### Register map, names as in the netlist

The bar under the picture is 20 um long.
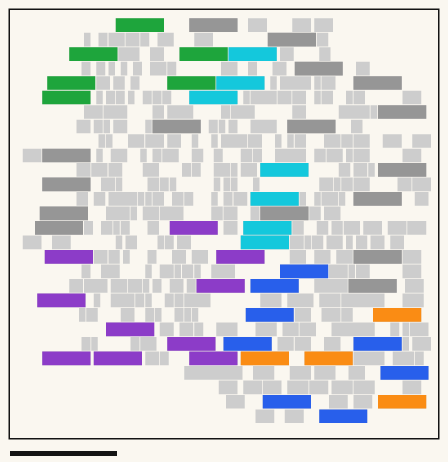
### Placement view

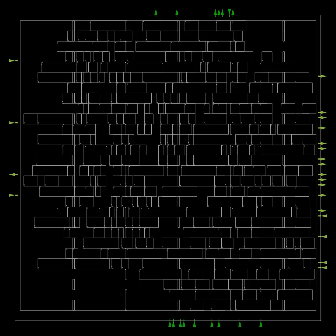
## src/rtl/hv_wdg_reg_scan.sv

```systemverilog
// Watchdog register-scan controller: walks a register window through the arbiter's
// low-priority read port and CRC-checks each byte. Optional macro: WDG_SCAN_ERR_HALT_EN.
module hv_wdg_reg_scan #(
  parameter int                REG_AW          = 7,
  parameter int                REG_DW          = 8,
  parameter int                REG_CRC_W       = 4,
  parameter logic [REG_AW-1:0] SCAN_START_ADDR = 7'h00,
  parameter logic [REG_AW-1:0] SCAN_END_ADDR   = 7'h3F,
  parameter int                SCAN_PERIOD_CYC = 1000,
  parameter int                ACK_TIMEOUT_CYC = 64
) (
  input  logic                 i_clk,
  input  logic                 i_rst_n,
  input  logic                 i_scan_en,
  input  logic                 i_err_clr,
  output logic                 o_wdg_scan_rac_rd_req,
  output logic [REG_AW-1:0]    o_wdg_scan_rac_addr,
  input  logic                 i_rac_wdg_scan_ack,
  input  logic [REG_DW-1:0]    i_rac_wdg_scan_data,
  input  logic [REG_CRC_W-1:0] i_rac_wdg_scan_crc,
  output logic                 o_scan_busy,
  output logic                 o_scan_done,
  output logic                 o_scan_crc_err,
  output logic                 o_scan_timeout,
  output logic                 o_scan_err_sticky,
  output logic [REG_AW-1:0]    o_scan_err_addr
);

  localparam int WAIT_W = $clog2(SCAN_PERIOD_CYC);
  localparam int TO_W   = $clog2(ACK_TIMEOUT_CYC);
  localparam logic [REG_CRC_W-1:0] CRC_POLY = {{(REG_CRC_W-2){1'b0}}, 2'b11};

  typedef enum logic [2:0] {
    ST_IDLE  = 3'd0,
    ST_WAIT  = 3'd1,
    ST_REQ   = 3'd2,
    ST_CHECK = 3'd3,
    ST_NEXT  = 3'd4
`ifdef WDG_SCAN_ERR_HALT_EN
    , ST_HALT = 3'd5
`endif
  } state_t;

  state_t                state_r;
  logic [WAIT_W-1:0]     wait_cnt_r;
  logic [TO_W-1:0]       to_cnt_r;
  logic [REG_DW-1:0]     data_r;
  logic [REG_CRC_W-1:0]  crc_r;
  logic                  crc_err_s;
  logic                  timeout_s;
  logic                  err_set_s;

  // CRC-4 x^4+x+1, init 0, MSB first, no reflection or final XOR
  function automatic logic [REG_CRC_W-1:0] crc_calc(input logic [REG_DW-1:0] d);
    logic [REG_CRC_W-1:0] c;
    logic                 fb;
    c = '0;
    for (int i = REG_DW - 1; i >= 0; i--) begin
      fb = c[REG_CRC_W-1] ^ d[i];
      c  = {c[REG_CRC_W-2:0], 1'b0} ^ (fb ? CRC_POLY : {REG_CRC_W{1'b0}});
    end
    return c;
  endfunction

  assign crc_err_s = (state_r == ST_CHECK) && (crc_calc(data_r) != crc_r);
  assign timeout_s = (state_r == ST_REQ) && !i_rac_wdg_scan_ack &&
                     (to_cnt_r == TO_W'(ACK_TIMEOUT_CYC - 1));
  assign err_set_s = crc_err_s | timeout_s;

  // Scan sequencer with registered request, address and status pulses
  always_ff @(posedge i_clk or negedge i_rst_n) begin
    if (!i_rst_n) begin
      state_r               <= ST_IDLE;
      wait_cnt_r            <= '0;
      to_cnt_r              <= '0;
      data_r                <= '0;
      crc_r                 <= '0;
      o_wdg_scan_rac_rd_req <= 1'b0;
      o_wdg_scan_rac_addr   <= SCAN_START_ADDR;
      o_scan_busy           <= 1'b0;
      o_scan_done           <= 1'b0;
      o_scan_crc_err        <= 1'b0;
      o_scan_timeout        <= 1'b0;
    end else begin
      o_scan_done    <= 1'b0;
      o_scan_crc_err <= crc_err_s;
      o_scan_timeout <= timeout_s;
      case (state_r)
        ST_IDLE: begin
          o_scan_busy         <= 1'b0;
          o_wdg_scan_rac_addr <= SCAN_START_ADDR;
          if (i_scan_en) begin
            state_r    <= ST_WAIT;
            wait_cnt_r <= WAIT_W'(SCAN_PERIOD_CYC - 1);
          end
        end
        ST_WAIT: begin
          if (!i_scan_en) begin
            state_r <= ST_IDLE;
          end else if (wait_cnt_r == '0) begin
            state_r               <= ST_REQ;
            o_wdg_scan_rac_addr   <= SCAN_START_ADDR;
            o_wdg_scan_rac_rd_req <= 1'b1;
            o_scan_busy           <= 1'b1;
            to_cnt_r              <= '0;
          end else begin
            wait_cnt_r <= wait_cnt_r - WAIT_W'(1);
          end
        end
        ST_REQ: begin
          if (i_rac_wdg_scan_ack) begin
            data_r                <= i_rac_wdg_scan_data;
            crc_r                 <= i_rac_wdg_scan_crc;
            o_wdg_scan_rac_rd_req <= 1'b0;
            state_r               <= ST_CHECK;
          end else if (timeout_s) begin
            o_wdg_scan_rac_rd_req <= 1'b0;
`ifdef WDG_SCAN_ERR_HALT_EN
            state_r               <= ST_HALT;
`else
            state_r               <= ST_NEXT;
`endif
          end else begin
            to_cnt_r <= to_cnt_r + TO_W'(1);
          end
        end
        ST_CHECK: begin
`ifdef WDG_SCAN_ERR_HALT_EN
          state_r <= crc_err_s ? ST_HALT : ST_NEXT;
`else
          state_r <= ST_NEXT;
`endif
        end
        ST_NEXT: begin
          if (!i_scan_en) begin
            state_r             <= ST_IDLE;
            o_scan_busy         <= 1'b0;
            o_wdg_scan_rac_addr <= SCAN_START_ADDR;
          end else if (o_wdg_scan_rac_addr == SCAN_END_ADDR) begin
            state_r             <= ST_WAIT;
            o_scan_busy         <= 1'b0;
            o_scan_done         <= 1'b1;
            o_wdg_scan_rac_addr <= SCAN_START_ADDR;
            wait_cnt_r          <= WAIT_W'(SCAN_PERIOD_CYC - 1);
          end else begin
            state_r               <= ST_REQ;
            o_wdg_scan_rac_addr   <= o_wdg_scan_rac_addr + REG_AW'(1);
            o_wdg_scan_rac_rd_req <= 1'b1;
            to_cnt_r              <= '0;
          end
        end
`ifdef WDG_SCAN_ERR_HALT_EN
        ST_HALT: begin
          o_wdg_scan_rac_rd_req <= 1'b0;
          if (i_err_clr) begin
            state_r             <= ST_IDLE;
            o_scan_busy         <= 1'b0;
            o_wdg_scan_rac_addr <= SCAN_START_ADDR;
          end
        end
`endif
        default: begin
          state_r               <= ST_IDLE;
          o_wdg_scan_rac_rd_req <= 1'b0;
          o_scan_busy           <= 1'b0;
        end
      endcase
    end
  end

  // Sticky error flag; a new error beats a simultaneous clear and takes the address
  always_ff @(posedge i_clk or negedge i_rst_n) begin
    if (!i_rst_n) begin
      o_scan_err_sticky <= 1'b0;
      o_scan_err_addr   <= '0;
    end else if (err_set_s) begin
      o_scan_err_sticky <= 1'b1;
      if (!o_scan_err_sticky || i_err_clr) begin
        o_scan_err_addr <= o_wdg_scan_rac_addr;
      end
    end else if (i_err_clr) begin
      o_scan_err_sticky <= 1'b0;
    end
  end

endmodule

```

## config.mk

```make
export PLATFORM = sky130hd
export DESIGN_NAME = hv_wdg_reg_scan
export DESIGN_NICKNAME = d
export VERILOG_FILES = /design/src/rtl/hv_wdg_reg_scan.sv
export SDC_FILE = /design/constraint.sdc
export NUM_CORES = 1
export LEC_CHECK = 0
export CORE_UTILIZATION = 48
export DETAILED_ROUTE_END_ITERATION = 16
export GPL_TIMING_DRIVEN = 1
export HOLD_SLACK_MARGIN = 0.08
export PLACE_DENSITY = 0.76
export SLEW_MARGIN = 20
export SYNTH_ARGS = -nofsm -noshare
export SYNTH_HDL_FRONTEND = slang
export SYNTH_SLANG_ARGS = --single-unit
```

## constraint.sdc

```tcl
create_clock -name i_clk -period 3.1 [get_ports i_clk]
set_input_delay 0.31 -clock i_clk [delete_from_list [all_inputs] [get_ports i_clk]]
set_output_delay 0.31 -clock i_clk [all_outputs]
set_load 0.1 [all_outputs]
```

==> deck_impl_summary.md <==
Physical Implementation Snapshot

Status
  – Outcome: finished, final reports clean

Critical path
  – Req. time, crit path: 3.27 ns
  – Top Family by Delay on Critical Path: simple AND/OR/NAND/NOR gates
  – Setup crit end: o_scan_err_addr[2]
  – R2R Path End: o_scan_err_addr[2]
  – Critical-path maximum fanout: 23
  – Reg2Reg Depth: 5
  – Crit Reg-Reg Startpoint: state_r[1]
  – Worst path max stage delay: 0.73 ns
  – WP data arrival: 2.72 ns
  – Worst setup EP type: flop
  – Critical Path Start: state_r[1]

GRT
  – GRT Total Usage: 20.0%
  – Initial antenna violation count: 0
  – GRT Residual Overflow: 0

Timing
  – Cycle use final: 82.2%
  – Final hold vios: 0
  – Max-slew violations: 0
  – Final setup viols: 0
  – Crit path time final: 2.55 ns
  – Setup TNS: 0 ns
  – Slew HR: 35.1%
  – Worst-Margin Slew: 0.970 ns
  – Final setup slack of the worst path: 0.552 ns

Clock network
  – Cts repair resizes: 0
  – TritonCTS clock tree: done
  – H-tree levels: 2
  – Max Root-Sink Buffers: 2
  – Clk sinks: 51
  – Clk latency late pin: 0.30 ns

Yosys
  – Cell Type Count: 63
  – Area leader share: 43.3%
  – Top FF cell, synth: dfrtp_1
  – Synth Seq Share: 43.3%
  – Mux area share: 4.20%
  – Number of enable flip-flop cells: 0

Route
  – Routed vias: 2371
  – Residual DRC: 0
  – Via density: 5.85
  – Routed WL per cell: 14.8 um
  – Final WL: 5990 um

Placement
  – HPWL Detailed: 4300 um
  – IO Port Bufs: 36

Finish
  – Syn-to-layout area delta: 17.0%
  – Non-Filler Instances: 405
  – Layout cells sized above 1: 13.3%
  – Area of the multi-input gates: 1560 um^2

Power
  – Max IR drop VDD: 283 uV

Floorplan
  – Die Ht: 80.4 um
About 'Register map, names as in the netlist':
Key: cyan = `o_wdg_scan_rac_addr` [sequential cells 7]; blue = `data_r` [sequential cells 8]; orange = `crc_r` [sequential cells 4, where lower right]; purple = `wait_cnt_r` [sequential cells 10]; green = `to_cnt_r` [sequential cells 6, where upper left]
Another 16 sequential cells are not coloured.
Seq power: 808 uW
Reg area: 1280 um^2

About 'Placement view':
tap cell count: 75
Seq/total area: 37.0%
Core Rows: 28
final core utilization: 58.2%
Seq cells: 51

## power breakdown
group / internal (uW) / switching, uW
Clock: 261 / 220
Sequential: 734 / 73.4
Combinational: 206 / 318
Total: 1200 / 611
## cell type report
cell class / instances / share of cell area [%]
Multi-Input combinational cell: 223 / 45.3
Sequential cell: 51 / 37.0
Timing Repair Buffer: 39 / 10.6
Tap cell: 75 / 2.72
Clock buffer: 6 / 2.39
Clock inverter: 2 / 1.02
Inverter: 9 / 0.980
## cell usage in the layout, fill, tap and decap left out, types with 3 or more instances in the layout
cell	netlist	routed
dfrtp_1	51	51
clkdlybuf4s50_1	0	29
nor2_1	28	28
o21ai_0	24	24
nand2_1	22	22
o31ai_1	11	11
mux2_2	11	11
nand3_1	9	9
and3_1	9	9
inv_1	8	8
xnor2_1	8	8
o221ai_1	8	8
buf_4	0	8
nor2b_1	7	7
and2_1	7	7
a211oi_1	7	7
clkbuf_8	0	6
nor3_1	4	4
a21oi_1	4	4
o21a_1	4	4
o311ai_1	4	4
ha_1	4	4
nand2b_1	3	3
o311ai_2	3	3
## layer usage
layer	share of wire (%)	vias up	GRT usage, %
met5	0	-	0
met4	0.60	0	3.93
met3	4.2	5	3.52
met2	48	52	33.1
met1	47	1145	27.3
li1	-	1169	-
## cell usage after synthesis (2+ instances only)
cell type,count
or3b_1,2
and2_1,7
inv_1,8
o211ai_1,2
clkbuf_1,7
nand3_1,9
nor3b_1,2
or2_2,2
clkbuf_2,2
o221ai_1,8
a211oi_1,7
a31oi_1,2
o21ai_0,24
o311ai_2,3
ha_1,4
dfrtp_1,51
nand2b_1,3
o311ai_1,4
and3_1,9
a22oi_1,2
xor2_1,2
a21oi_1,4
o31ai_1,11
nor2b_1,7
xnor3_1,2
nor3_2,2
o21a_1,4
o41ai_1,2
buf_1,2
xnor2_1,8
buf_2,4
nor3_1,4
nor2_1,28
nand2_1,22
mux2_2,11
## stage by stage
step	power [uW]	hold WS, ns	utilization (%)
after floorplan	1230	0.0144	-
after global placement	1330	0.332	56.1
after detailed placement	1340	0.337	56.1
after CTS	1830	0.490	58.2
after global routing	1930	0.505	58.2
final	1810	0.487	58.2
## sequential cells by signal, indices dropped and copies added, names as in the netlist, 3 cells and up
| register | flops |
|---|---|
| crc_r | 4 |
| to_cnt_r | 6 |
| data_r | 8 |
| o_wdg_scan_rac_addr | 7 |
| state_r | 3 |
| wait_cnt_r | 10 |
| o_scan_err_addr | 7 |
## worst register-to-register path: cells and delay by family (launching register included)
kind | cells | cell delay [ns]
AOI/OAI and AO/OA | 2 | 0.39
DFF | 1 | 0.56
and+or+nand+nor | 3 | 1.46
## worst min path at each step
| stage | startpoint | cells after the start | slack, ns | end |
|---|---|---|---|---|
| 6_report | wait_cnt_r[8] | 1 | 0.49 | wait_cnt_r[8] |
| 5_1_grt | wait_cnt_r[8] | 1 | 0.51 | wait_cnt_r[8] |
| 4_1_cts | wait_cnt_r[8] | 1 | 0.49 | wait_cnt_r[8] |
| 3_5_place_dp | i_rst_n | 1 | 0.34 | data_r[1] |
| 3_3_place_gp | i_rst_n | 1 | 0.33 | data_r[1] |
| 2_1_floorplan | i_rst_n | 0 | 0.01 | crc_r[0] |
Power figures rest on the tool's default switching activity, not on a simulated workload.
